Design trap_arbiter, sky130hd; sources not shown.
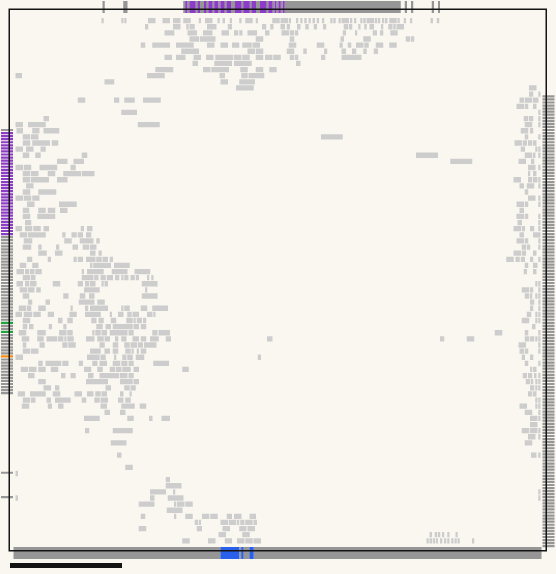
**Above:** pin placement.
Scale bar: 50 um. Pins as bars across the die edge, other pins in gray.
Key: ext_msi_i = orange [pins 1, direction input, edge west]; privilege = green [pins 2, direction input, edge west]; medeleg = purple [pins 64, direction input, edge 34 west, 30 north]; csrindex = blue [pins 12, direction input, edge south]
die height: 240 um
tally of buffers added on design ports: 249
Die Width: 238 um

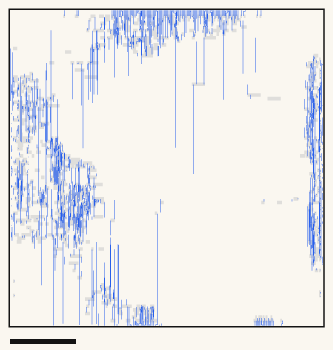
**Above:** the metal 2 layer.
Scale bar: 50 um. Cells faint in the background.
765 nets have wire on it. The longest straight run is 91.3 um. The wires run mostly vertical. The layer holds 49% of the routed length.
Via Count: 3490
met2 track demand over resource: 0.0955
total routed wirelength: 16800 um

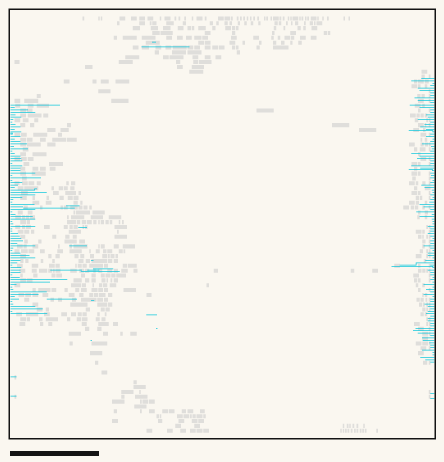
**Above:** signal wires on met3.
Scale bar: 50 um. Cells faint in the background.
The wires run mostly horizontal. The layer carries 1280 um of wire. The longest straight run is 31.5 um. 221 nets have wire on it. The layer holds 7.6% of the routed length.
met3 usage in global routing: 0.00953

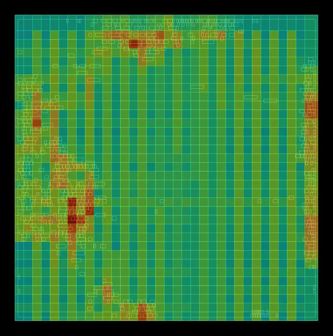
**Above:** routing congestion map.
gr busiest metal: met2
global routing usage summed across all routing layers: 0.0538

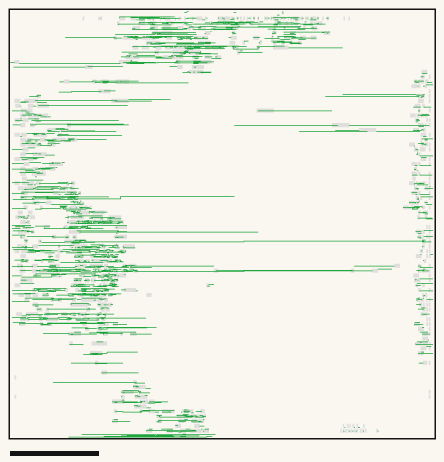
**Above:** met1 routing.
Scale bar: 50 um. Cells faint in the background.
The layer holds 43% of the routed length. 658 nets have wire on it. The layer carries 7250 um of wire.
met1 track demand over resource: 0.0702

==> run summary <==
The synthesis and place-and-route flow finished, so here is a summary.

Sorting the Yosys area breakdown by cell type puts at the top sky130_fd_sc_hd__buf_4. The tightest hold margin came out at 0.440 ns. The total area of sequential cells is 360 um2. Counting flops with a built-in enable in the synthesized netlist gives 0. The OpenROAD report gives the critical path a required time of 2.80 ns. Looking at the post-CTS report, the setup buffer insertion count equals 17. The count of warning messages emitted by the tools is 265. The worst setup path is captured at an output port. In this run, the synthesized area fraction spent on AND-OR/OR-AND gates is recorded as 0.129. The fraction of synthesis flops using an asynchronous set or reset pin came out at 0.

The post-synthesis sequential area ratio came out at 0.115. The I/O pin count is 604. For reference, the top cells by area after synthesis are sky130_fd_sc_hd__buf_4, sky130_fd_sc_hd__mux4_2, sky130_fd_sc_hd__and2_1.

The proportion of cell area occupied by multi-input gates came out at 0.353. The insertion delay to the later sink of the worst-skew pair came out at 0.26 ns. The switching part of the total is 0.368. Counting endpoints that fail hold in the final report gives 0. According to the cell report, flip-flops and latches in the layout number 18. The area of all placed cells without fillers is 6560 um2. After synthesis, the most frequently instantiated cells are sky130_fd_sc_hd__buf_4, sky130_fd_sc_hd__and2_1, sky130_fd_sc_hd__mux4_2. The flop and latch count out of synthesis is 18. The worst VDD IR drop from the latest analysis is 0.114 mV. The multi-input combinational cell area came out at 2320 um2. The cell sitting at the root of the clock tree is a sky130_fd_sc_hd__clkbuf_16. The largest stage delay on the critical path came out at 0.49 ns.

The switching power is 0.000395 W. The flow ran to the end, and the final reports show no timing, DRC or antenna violations. The fraction of final layout cells sized beyond drive strength 1 came out at 0.293. The cell row count is 86.

The area overhead of the layout relative to synthesis came out at 109%. In the routed design, unresolved DRC markers number 0. The count of instantiated cells in the yosys netlist came out at 364.

The sequential portion of the cell area is 0.0549. The most common logic cell in the final layout is sky130_fd_sc_hd__clkdlybuf4s50_1. The total congestion overflow after global routing is 0.

After detailed placement, the total cell area comes to 6300 um2. Looking at the setup timing report, the critical path kind is in2out. The maximum level of the CTS H-tree is 1.

Once detail routing completed, the nets flagged for antenna violations numbered 0. The power drawn by the combinational cells came out at 0.000611 W. The clock tree from TritonCTS is done. The sequential logic power is 0.000223 W.
-- stage by stage --
stage / power [W] / setup WS [ns] / util / instances
2_1_floorplan: 0.000592 / 0.0863 / - / 479
3_3_place_gp: 0.000804 / -1.11 / 0.115 / 1343
3_5_place_dp: 0.000804 / -1.01 / 0.115 / 1343
4_1_cts: 0.00108 / -0.000149 / 0.118 / 1367
5_1_grt: 0.00114 / -0.00292 / 0.120 / 1370
6_report: 0.00107 / 0.0469 / 0.120 / 1370
-- worst register-to-register path, delay by kind of cell (launching register included) --
| kind | cells | cell delay (ns) |
|---|---|---|
| flip-flops | 1 | 0.50 |
| AND/OR/NAND/NOR | 1 | 0.11 |
| AND-OR/OR-AND | 5 | 1.47 |
| buffers and inverters | 1 | 0.18 |
Power and IR drop assume default switching activity.
